File: src/rtl/mc_ctrl_pkg.sv
// mc_ctrl_pkg: opcodes, state encoding and datapath control encodings for the multicycle MIPS sequencer
package mc_ctrl_pkg;
  localparam logic [5:0] OP_R    = 6'b000000;
  localparam logic [5:0] OP_LW   = 6'b100011;
  localparam logic [5:0] OP_SW   = 6'b101011;
  localparam logic [5:0] OP_BEQ  = 6'b000100;
  localparam logic [5:0] OP_SLTI = 6'b001010;
  typedef enum logic [3:0] {
    IDLE = 4'd0, FETCH = 4'd1, DECODE = 4'd2, MEMADR = 4'd3, MEMRD = 4'd4, MEMWB = 4'd5,
    MEMWR = 4'd6, EXEC = 4'd7, RWB = 4'd8, BRANCH = 4'd9, IEXEC = 4'd10, IWB = 4'd11, FAULT = 4'd15
  } state_t;
  typedef enum logic [1:0] {ALU_ADD = 2'b00, ALU_SUB = 2'b01, ALU_FUNCT = 2'b10, ALU_SLT = 2'b11} alu_op_t;
  typedef enum logic [1:0] {SRCB_REG = 2'b00, SRCB_FOUR = 2'b01, SRCB_IMM = 2'b10, SRCB_IMM_SH = 2'b11} src_b_t;
  typedef struct packed {
    logic       iord;
    logic       mem_read;
    logic       mem_write;
    logic       mem_to_reg;
    logic       reg_dst;
    logic       reg_write;
    logic       alu_src_a;
    src_b_t     alu_src_b;
    alu_op_t    alu_op;
    logic [1:0] pc_source;
    logic       fault;
  } ctl_t;
  // Moore part of the control word; the mem_ready/zero dependent strobes live in the top
  function automatic ctl_t decode(state_t s);
    ctl_t c;
    c = '0;
    case (s)
      FETCH:  begin c.mem_read = 1'b1; c.alu_src_b = SRCB_FOUR; end
      DECODE: c.alu_src_b = SRCB_IMM_SH;
      MEMADR: begin c.alu_src_a = 1'b1; c.alu_src_b = SRCB_IMM; end
      MEMRD:  begin c.mem_read = 1'b1; c.iord = 1'b1; end
      MEMWB:  begin c.reg_write = 1'b1; c.mem_to_reg = 1'b1; end
      MEMWR:  begin c.mem_write = 1'b1; c.iord = 1'b1; end
      EXEC:   begin c.alu_src_a = 1'b1; c.alu_op = ALU_FUNCT; end
      RWB:    begin c.reg_write = 1'b1; c.reg_dst = 1'b1; end
      BRANCH: begin c.alu_src_a = 1'b1; c.alu_op = ALU_SUB; c.pc_source = 2'b01; end
      IEXEC:  begin c.alu_src_a = 1'b1; c.alu_src_b = SRCB_IMM; c.alu_op = ALU_SLT; end
      IWB:    c.reg_write = 1'b1;
      FAULT:  c.fault = 1'b1;
      default: c = '0;
    endcase
    return c;
  endfunction
endpackage

File: src/rtl/mc_ctrl_if.sv
// mc_ctrl_if: control bus between the sequencer (master) and the shared datapath (slave)
interface mc_ctrl_if #(parameter int OP_W = 6);
  logic [OP_W-1:0] op;
  logic            zero, mem_ready;
  logic            pc_write, iord, mem_read, mem_write, ir_write, mem_to_reg, reg_dst, reg_write, alu_src_a;
  logic [1:0]      alu_src_b, alu_op, pc_source;
  logic            illegal_op, fault;
  modport master (input op, zero, mem_ready,
                  output pc_write, iord, mem_read, mem_write, ir_write, mem_to_reg, reg_dst, reg_write,
                         alu_src_a, alu_src_b, alu_op, pc_source, illegal_op, fault);
  modport slave  (output op, zero, mem_ready,
                  input  pc_write, iord, mem_read, mem_write, ir_write, mem_to_reg, reg_dst, reg_write,
                         alu_src_a, alu_src_b, alu_op, pc_source, illegal_op, fault);
endinterface

File: src/rtl/mc_wait_timer.sv
// mc_wait_timer: saturating memory-wait counter flagging the last allowed stall cycle
module mc_wait_timer #(
  parameter int MEM_TIMEOUT = 16,
  parameter int CNT_W       = 5
) (
  input  logic clk,
  input  logic rst_n,
  input  logic clr,
  input  logic inc,
  output logic expired
);
  logic [CNT_W-1:0] cnt;
  always_ff @(posedge clk or negedge rst_n)
    if (!rst_n) cnt <= '0;
    else if (clr) cnt <= '0;
    else if (inc && cnt != '1) cnt <= cnt + CNT_W'(1);
  assign expired = (MEM_TIMEOUT != 0) && (cnt == CNT_W'(MEM_TIMEOUT - 1));
endmodule

File: src/rtl/mc_control_fsm.sv
// mc_control_fsm: multicycle MIPS control sequencer with memory-stall timeout fault
module mc_control_fsm import mc_ctrl_pkg::*; #(
  parameter int OP_W        = 6,
  parameter int MEM_TIMEOUT = 16,
  parameter int CNT_W       = 5
) (
  input logic      clk,
  input logic      rst_n,
  mc_ctrl_if.master bus
);
  state_t state, nxt;
  ctl_t   ctl;
  logic   expired, legal, mem_state, fetch_done;
  assign legal = bus.op inside {OP_W'(OP_R), OP_W'(OP_LW), OP_W'(OP_SW), OP_W'(OP_BEQ), OP_W'(OP_SLTI)};
  assign mem_state = state inside {FETCH, MEMRD, MEMWR};
  assign fetch_done = (state == FETCH) && bus.mem_ready;
  always_comb begin
    nxt = state;
    case (state)
      IDLE:   nxt = FETCH;
      FETCH:  nxt = bus.mem_ready ? DECODE : expired ? FAULT : FETCH;
      DECODE: nxt = bus.op == OP_W'(OP_R)    ? EXEC   :
                    bus.op == OP_W'(OP_BEQ)  ? BRANCH :
                    bus.op == OP_W'(OP_SLTI) ? IEXEC  :
                    legal                    ? MEMADR : FETCH;
      MEMADR: nxt = bus.op == OP_W'(OP_LW) ? MEMRD : MEMWR;
      MEMRD:  nxt = bus.mem_ready ? MEMWB : expired ? FAULT : MEMRD;
      MEMWR:  nxt = bus.mem_ready ? FETCH : expired ? FAULT : MEMWR;
      EXEC:   nxt = RWB;
      IEXEC:  nxt = IWB;
      FAULT:  nxt = FAULT;
      default: nxt = state inside {MEMWB, RWB, BRANCH, IWB} ? FETCH : IDLE;
    endcase
  end
  // Any state change restarts the count, so each memory state starts its own budget
  mc_wait_timer #(.MEM_TIMEOUT(MEM_TIMEOUT), .CNT_W(CNT_W)) u_timer (
    .clk(clk), .rst_n(rst_n), .clr(nxt != state), .inc(mem_state && !bus.mem_ready), .expired(expired)
  );
  // Control word is registered from the next state so it tracks the state register exactly
  always_ff @(posedge clk or negedge rst_n)
    if (!rst_n) begin
      state <= IDLE;
      ctl   <= '0;
    end else begin
      state <= nxt;
      ctl   <= decode(nxt);
    end
  assign bus.iord       = ctl.iord;
  assign bus.mem_read   = ctl.mem_read;
  assign bus.mem_write  = ctl.mem_write;
  assign bus.mem_to_reg = ctl.mem_to_reg;
  assign bus.reg_dst    = ctl.reg_dst;
  assign bus.reg_write  = ctl.reg_write;
  assign bus.alu_src_a  = ctl.alu_src_a;
  assign bus.alu_src_b  = ctl.alu_src_b;
  assign bus.alu_op     = ctl.alu_op;
  assign bus.pc_source  = ctl.pc_source;
  assign bus.fault      = ctl.fault;
  assign bus.ir_write   = fetch_done;
  assign bus.pc_write   = fetch_done || (state == BRANCH && bus.zero);
  assign bus.illegal_op = (state == DECODE) && !legal;
endmodule
File: src/flat_wrapper.sv
// flat-port wrapper written by rule: the top's interface ports become plain ports
module mc_control_fsm_flat import mc_ctrl_pkg::*;
#(
  parameter int OP_W        = 6,
  parameter int MEM_TIMEOUT = 16,
  parameter int CNT_W       = 5
)
  (clk, rst_n, bus_op, bus_zero, bus_mem_ready, bus_pc_write, bus_iord, bus_mem_read, bus_mem_write, bus_ir_write, bus_mem_to_reg, bus_reg_dst, bus_reg_write, bus_alu_src_a, bus_alu_src_b, bus_alu_op, bus_pc_source, bus_illegal_op, bus_fault);
  mc_ctrl_if #(.OP_W(OP_W)) bus_i ();
  input logic clk;
  input logic rst_n;
  input wire logic [$bits(bus_i.op)-1:0] bus_op;
  input wire logic [$bits(bus_i.zero)-1:0] bus_zero;
  input wire logic [$bits(bus_i.mem_ready)-1:0] bus_mem_ready;
  output wire logic [$bits(bus_i.pc_write)-1:0] bus_pc_write;
  output wire logic [$bits(bus_i.iord)-1:0] bus_iord;
  output wire logic [$bits(bus_i.mem_read)-1:0] bus_mem_read;
  output wire logic [$bits(bus_i.mem_write)-1:0] bus_mem_write;
  output wire logic [$bits(bus_i.ir_write)-1:0] bus_ir_write;
  output wire logic [$bits(bus_i.mem_to_reg)-1:0] bus_mem_to_reg;
  output wire logic [$bits(bus_i.reg_dst)-1:0] bus_reg_dst;
  output wire logic [$bits(bus_i.reg_write)-1:0] bus_reg_write;
  output wire logic [$bits(bus_i.alu_src_a)-1:0] bus_alu_src_a;
  output wire logic [$bits(bus_i.alu_src_b)-1:0] bus_alu_src_b;
  output wire logic [$bits(bus_i.alu_op)-1:0] bus_alu_op;
  output wire logic [$bits(bus_i.pc_source)-1:0] bus_pc_source;
  output wire logic [$bits(bus_i.illegal_op)-1:0] bus_illegal_op;
  output wire logic [$bits(bus_i.fault)-1:0] bus_fault;
  assign bus_i.op = bus_op;
  assign bus_i.zero = bus_zero;
  assign bus_i.mem_ready = bus_mem_ready;
  assign bus_pc_write = bus_i.pc_write;
  assign bus_iord = bus_i.iord;
  assign bus_mem_read = bus_i.mem_read;
  assign bus_mem_write = bus_i.mem_write;
  assign bus_ir_write = bus_i.ir_write;
  assign bus_mem_to_reg = bus_i.mem_to_reg;
  assign bus_reg_dst = bus_i.reg_dst;
  assign bus_reg_write = bus_i.reg_write;
  assign bus_alu_src_a = bus_i.alu_src_a;
  assign bus_alu_src_b = bus_i.alu_src_b;
  assign bus_alu_op = bus_i.alu_op;
  assign bus_pc_source = bus_i.pc_source;
  assign bus_illegal_op = bus_i.illegal_op;
  assign bus_fault = bus_i.fault;
  mc_control_fsm #(.OP_W(OP_W), .MEM_TIMEOUT(MEM_TIMEOUT), .CNT_W(CNT_W)) u_core (.clk(clk), .rst_n(rst_n), .bus(bus_i));
endmodule
File: config.mk
export PLATFORM = sky130hd
export DESIGN_NAME = mc_control_fsm_flat
export DESIGN_NICKNAME = d
export VERILOG_FILES = /design/src/rtl/mc_ctrl_pkg.sv /design/src/rtl/mc_ctrl_if.sv /design/src/rtl/mc_wait_timer.sv /design/src/rtl/mc_control_fsm.sv /design/src/flat_wrapper.sv
export SDC_FILE = /design/constraint.sdc
export NUM_CORES = 1
export LEC_CHECK = 0
export CORE_MARGIN = 2
export CORE_UTILIZATION = 55
export DETAILED_ROUTE_END_ITERATION = 8
export PLACE_DENSITY = 0.92
export SETUP_SLACK_MARGIN = 0.4
export SLEW_MARGIN = 20
export SYNTH_ARGS = -nofsm -noshare
export SYNTH_HDL_FRONTEND = slang
export SYNTH_HIERARCHICAL = 1
export SYNTH_SLANG_ARGS = --single-unit
File: constraint.sdc
create_clock -name clk -period 4.7 [get_ports clk]
set_input_delay 0.94 -clock clk [delete_from_list [all_inputs] [get_ports clk]]
set_output_delay 0.94 -clock clk [all_outputs]
set_load 0.01 [all_outputs]
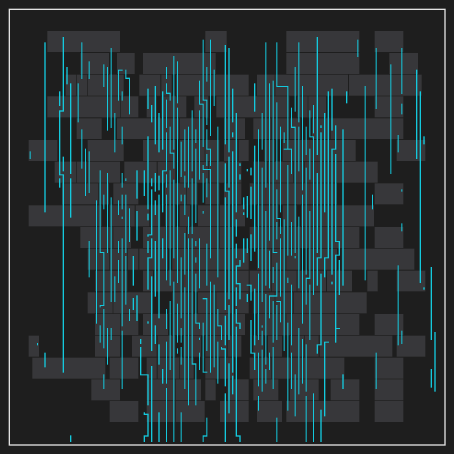
Fig. 1. Metal 2 (run 1).
Drawn at 8 px/um.
- longest straight run: 27.5 um
- share of all routed wire: 51%
- nets with wire on the layer: 164

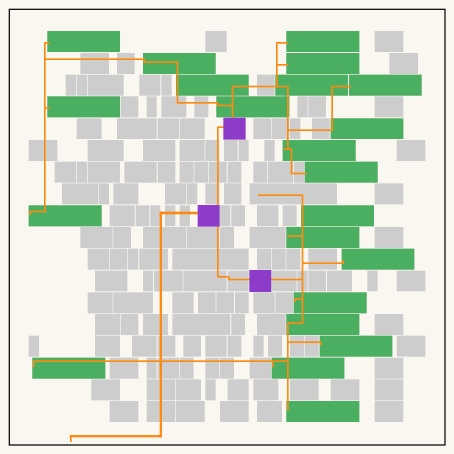
Fig. 2. Clock wires, drivers and flops (run 1).
Drawn at 8 px/um.
- orange: clock wires (length 256 um)
- purple: cells driving clock nets (count 3)
- green: flip-flops (count 22)
- routed clock nets: 4
- flops lie: widely spread

==> results.toml, run 1 <==
# generated from flow reports
[flow_run]
warnings = 28

[timing]
fmaxAchievable_ghz = 0.237
min_period_over_period = 0.896
count_of_endpoints_failing_hold_in_the_final_timing_report = 0

[critical_path]
rr_startpoint = "u_core/u_timer/cnt[0]"
worst_path_depth = 7
timing.critical_path.from_type = "input pin"
criticalPathCategory = "input pin to primary output"
critical_path.top_delay_family = "simple AND/OR/NAND/NOR gates"
timing.critical_path.from = "bus_op[5]"
worst_path_buffer_plus_inverter_count = 2

[synthesis]
synth_stat.cells = 145
synthesis.area_sq_mm = 0.00139
top_area_frac = 0.396
async_flop_share = 1.00
synthMostInstantiatedCell = "sky130_fd_sc_hd__dfrtp_1"
syn_avg_cell_area_sq_um = 9.59
netlist_top_cells_area = "sky130_fd_sc_hd__dfrtp_1 (40%), sky130_fd_sc_hd__a21oi_1 (3.2%), sky130_fd_sc_hd__nand3_1 (2.9%)"

[status]
run_status = "complete, no violations"

[power]
power.combinational.total_uw = 528
power_leakage_uw = 0.000725

[routing]
routed_wirelength_mm = 3.60
drt-wirelength-per-cell_um = 18.3

[clock_network]
clk_pin_slew_worst_paths_ps = 120
clk_path_buf_depth = 2

[cells_and_area]
diodes = 0

[global_routing]
grt_remaining_overflow = 0
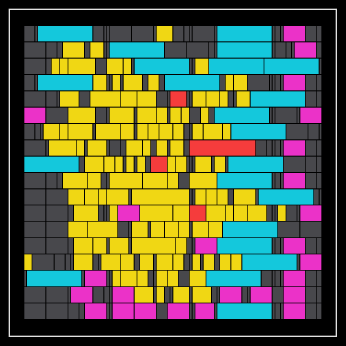
Fig. 3. Cell classes on the final placement (run 1).
Drawn at 6 px/um. Fill, decap, tap and diode cells in grey.
- yellow: all other logic (cells 116; share of their area 49%)
- cyan: flip-flops (cells 22; share of their area 33%)
- magenta: other buffers and delay cells (cells 25; share of their area 15%)
- red: clock drivers and dummy loads (cells 4; share of their area 3.1%)
Finished Core Util: 0.705
core area: 0.00243 sq mm

run 1: worst min-delay path, cell delays in order, from the launching register on:
cell and delay (ps):
sky130_fd_sc_hd__dfrtp_1 390, sky130_fd_sc_hd__mux2i_1 80, sky130_fd_sc_hd__nor2_1 80
run 1: per-layer routing:
layer  vias up  wire (um)  GRT usage
met1       596       1370      0.304
li1        573          -          -
met4         0        149      0.175
met5         -          0          0
met2        81       1830      0.436
met3        20        254     0.0328
run 1: stage by stage:
stage,instance area [sq um],setup WS [ps]
after floorplan,1390,1380
after global placement,1630,410
after detailed placement,1630,356
after CTS,1690,484
after global routing,1720,437
final,1720,489
run 1: cells by family after synthesis:
kind of cell,synth area share
mux,0.0153
buf+inv,0.0594
flops,0.396
xor+xnor,0.0252
simple gates,0.266
compound gates,0.208
fa+ha+maj,0.0270
other cells,0.00270
Fig. 4: run 1, nets reached from selected ports
Drawn at 6 px/um.
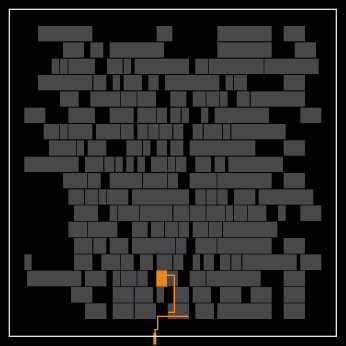

==> inputs of run 2 (changes only) <==
--- a/config.mk
+++ b/config.mk
@@ -6,9 +6,9 @@
 export NUM_CORES = 1
 export LEC_CHECK = 0
 export CORE_MARGIN = 2
-export CORE_UTILIZATION = 55
+export CORE_UTILIZATION = 51
 export DETAILED_ROUTE_END_ITERATION = 8
-export PLACE_DENSITY = 0.92
+export PLACE_DENSITY = 0.87
 export SETUP_SLACK_MARGIN = 0.4
 export SLEW_MARGIN = 20
 export SYNTH_ARGS = -nofsm -noshare
==> constraint.sdc (replaced) <==
create_clock -name clk -period 4.5 [get_ports clk]
set_input_delay 0.9 -clock clk [delete_from_list [all_inputs] [get_ports clk]]
set_output_delay 0.9 -clock clk [all_outputs]
set_load 0.01 [all_outputs]
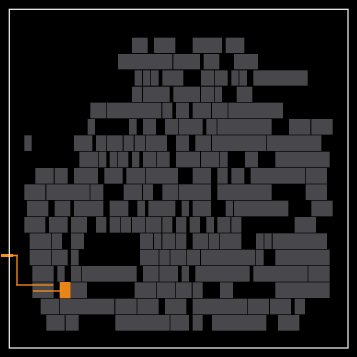
Fig. 5. Nets reached from selected ports (run 2).
Drawn at 6 px/um.
- orange: bus_illegal_op (bits 1; direction output; edge left; end cells 1; buffers 1; wire 16.9 um)
number of I/O pins: 27
Port-buffer cells: 25

==> run 2 against run 1 <==
Net effect: register-to-register slack lost 100 ps; cell count shrank 0.51%; sequential share of layout area grew 1.2 points; non-clock buffer count is the same; critical endpoint is now bus_pc_write; clock skew grew 1.6 ps; count of clock-buffer cells in the layout is the same; cell area shrank 3.7%; first-iteration DRC count shrank 32%; the run now ends with design-rule violations left; synthesized area is the same; largest cell class unchanged; die size grew 7.2%.
==> results.toml, run 2 <==
# generated from flow reports
[status]
run_status = "finished, violations left"
violated_checks = "design-rule violations"

[synthesis]
synthAoiAreaFrac = 0.208
synth_stat.cells = 145
syn_avg_cell_area_sq_um = 9.59
synthesis.area_sq_mm = 0.00139
comb_area_leader = "simple AND/OR/NAND/NOR gates"
post_synth_fa_ha_maj_area_fraction = 0.0270
synthMostInstantiatedCell = "sky130_fd_sc_hd__dfrtp_1"
post_synth_and_or_nand_nor_area_fraction = 0.266

[routing]
post-route-drc-count = 2
routed_wirelength_mm = 3.17
dr_wl_met3_um = 221
drt-wirelength-per-cell_um = 16.2
routed_wl_met2_mm = 1.62

[cells_and_area]
diodes = 0
design_area_sq_mm = 0.00165

[timing]
min_period_over_period = 0.872
count_of_endpoints_failing_hold_in_the_final_timing_report = 0
fmaxAchievable_ghz = 0.255
layout_setup_ws_ps = 578

[critical_path]
critical_path.top_delay_family = "simple AND/OR/NAND/NOR gates"
criticalPathCategory = "input pin to primary output"
worst_path_buffer_plus_inverter_count = 2
timing.critical_path.from_type = "input pin"

[floorplanning]
floorplan.core_area_sq_mm = 0.00252

[placed_design]
place_area_sq_mm = 0.00163
place_ws_ps = 252

[clock_network]
clk_pin_slew_worst_paths_ps = 110
clk_path_buf_depth = 2

[flow_run]
warnings = 27

[global_routing]
use_met1 = 0.280
grt_busiest_layer = "met2"
grt_remaining_overflow = 0

[power]
power_leakage_uw = 0.000710
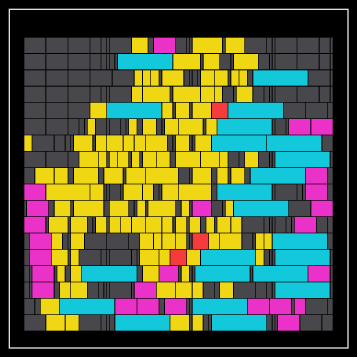
Fig. 6. Cell classes on the final placement (run 2).
Drawn at 6 px/um. Fill, decap, tap and diode cells in grey.
- magenta: other buffers and delay cells (cells 25; share of their area 15%)
- red: cells driving clock nets (cells 3; share of their area 1.4%)
- yellow: all other logic (cells 116; share of their area 49%)
- cyan: flip-flops (cells 22; share of their area 34%)

## run 2: report_power, final
group	switching (uW)	internal, uW
sequential	78.4	246
combinational	294	235
clock	54.2	31.2
## run 2: path summary, 6_finish.rpt
kind	end	slack, ps	from
min in group clk	u_core/u_timer/cnt[1]	580	u_core/u_timer/cnt[1]
worst max-delay path	bus_pc_write	580	bus_op[5]
worst min register to register	u_core/u_timer/cnt[1]	580	u_core/u_timer/cnt[1]
max in group asynchronous	u_core/u_timer/cnt[1]	3650	rst_n
worst max register to register	u_core/u_timer/cnt[3]	1730	u_core/u_timer/cnt[0]
worst min-delay path	u_core/bus.iord	530	rst_n
Fig. 7: run 2, clock nets
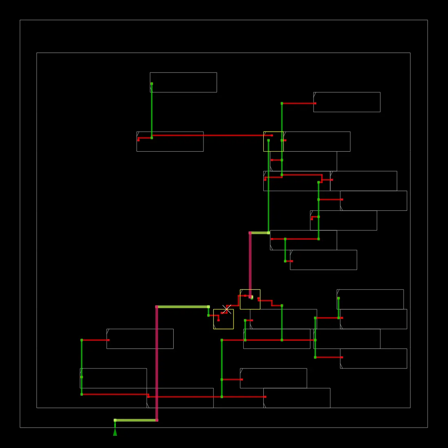

==> inputs of run 3 (changes only) <==
--- a/config.mk
+++ b/config.mk
@@ -5,8 +5,11 @@
 export SDC_FILE = /design/constraint.sdc
 export NUM_CORES = 1
 export LEC_CHECK = 0
+export CAP_MARGIN = 5
+export CELL_PAD_IN_SITES_DETAIL_PLACEMENT = 1
+export CELL_PAD_IN_SITES_GLOBAL_PLACEMENT = 1
 export CORE_MARGIN = 2
-export CORE_UTILIZATION = 51
+export CORE_UTILIZATION = 39
 export DETAILED_ROUTE_END_ITERATION = 8
 export PLACE_DENSITY = 0.87
 export SETUP_SLACK_MARGIN = 0.4
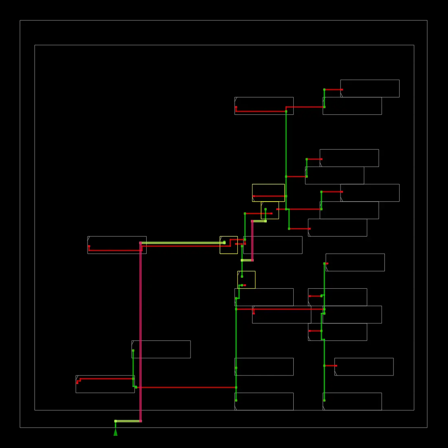
Fig. 8. Clock nets (run 3).
power consumed by the clock network: 111 uW
later-pin clock latency in the skew report: 310 ps
CLK BUF: 4
clk sinks: 22

==> run 3 against run 2 <==
Net effect: the flow now finishes without violations; cell area is 3.3% higher; clock power rose by about 30%; register-to-register slack got worse by 140 ps; die size up 28%; hold slack improved by 54 ps; count of clock-buffer cells in the layout rose by 1; flip-flop count stayed put; largest cell class unchanged.
==> results.toml, run 3 <==
# generated from flow reports
[status]
run_status = "complete, no violations"

[routing]
routed_wirelength_mm = 3.61
dr_wl_met3_um = 98
post-route-drc-count = 0
drt-wirelength-per-cell_um = 16.9
routed_wl_met2_mm = 1.87

[worst_hold_path]
worst_hold_path.endpoint = "u_core/u_timer/cnt[1]"

[cells_and_area]
design_area_sq_mm = 0.00171

[critical_path]
timing.rr.end = "u_core/u_timer/cnt[3]"
critical_path.top_delay_family = "simple AND/OR/NAND/NOR gates"
critical_path.endpoint = "bus_pc_write"
timing.critical_path.from_type = "input pin"
rr_startpoint = "u_core/u_timer/cnt[0]"

[clock_network]
clk_pin_slew_worst_paths_ps = 130

[power]
power.share.clock = 0.114

[floorplanning]
design.portCount = 27

[timing]
layout_setup_ws_ps = 592

[placed_design]
place_ws_ps = 207
port_buffers = 25

[synthesis]
synth_stat.cells = 145
synthMostInstantiatedCell = "sky130_fd_sc_hd__dfrtp_1"

[global_routing]
use_met1 = 0.248
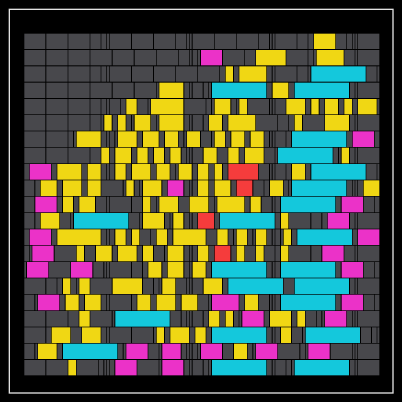
Fig. 9. Cell classes on the final placement (run 3).
Drawn at 6 px/um. Fill, decap, tap and diode cells in grey.
- magenta: other buffers and delay cells (cells 26; share of their area 16%)
- red: clock drivers and dummy loads (cells 4; share of their area 2.2%)
- yellow: all other logic (cells 116; share of their area 49%)
- cyan: flip-flops (cells 22; share of their area 33%)

run 3: cell counts after synthesis:
No cell type changed its count.
run 3: timing repair:
action                                  in CTS  in global routing
pin swaps                                    1                  0
resized                                      3                  1
setup buffers                                1                  0
endpoints found under the setup margin       2                  1
run 3: cell type report:
class                   instances  area (sq um)  share of cell area
clock buffers                   4          36.3              0.0213
multi-input cells             107           764               0.448
flip-flops and latches         22           551               0.323
repair buffers                 26           259               0.152
inverters                       9          38.8              0.0227
well taps                      46          57.6              0.0337
run 3: worst reg2reg max path: cells and delay by family (launching register included):
family                     cells  cell delay (ps)
DFF                            1              430
muxes                          1              120
adders and majority gates      2              490
and+or+nand+nor                6             1570
AOI/OAI and AO/OA              1              250
Power is estimated from default activity; no workload was simulated.
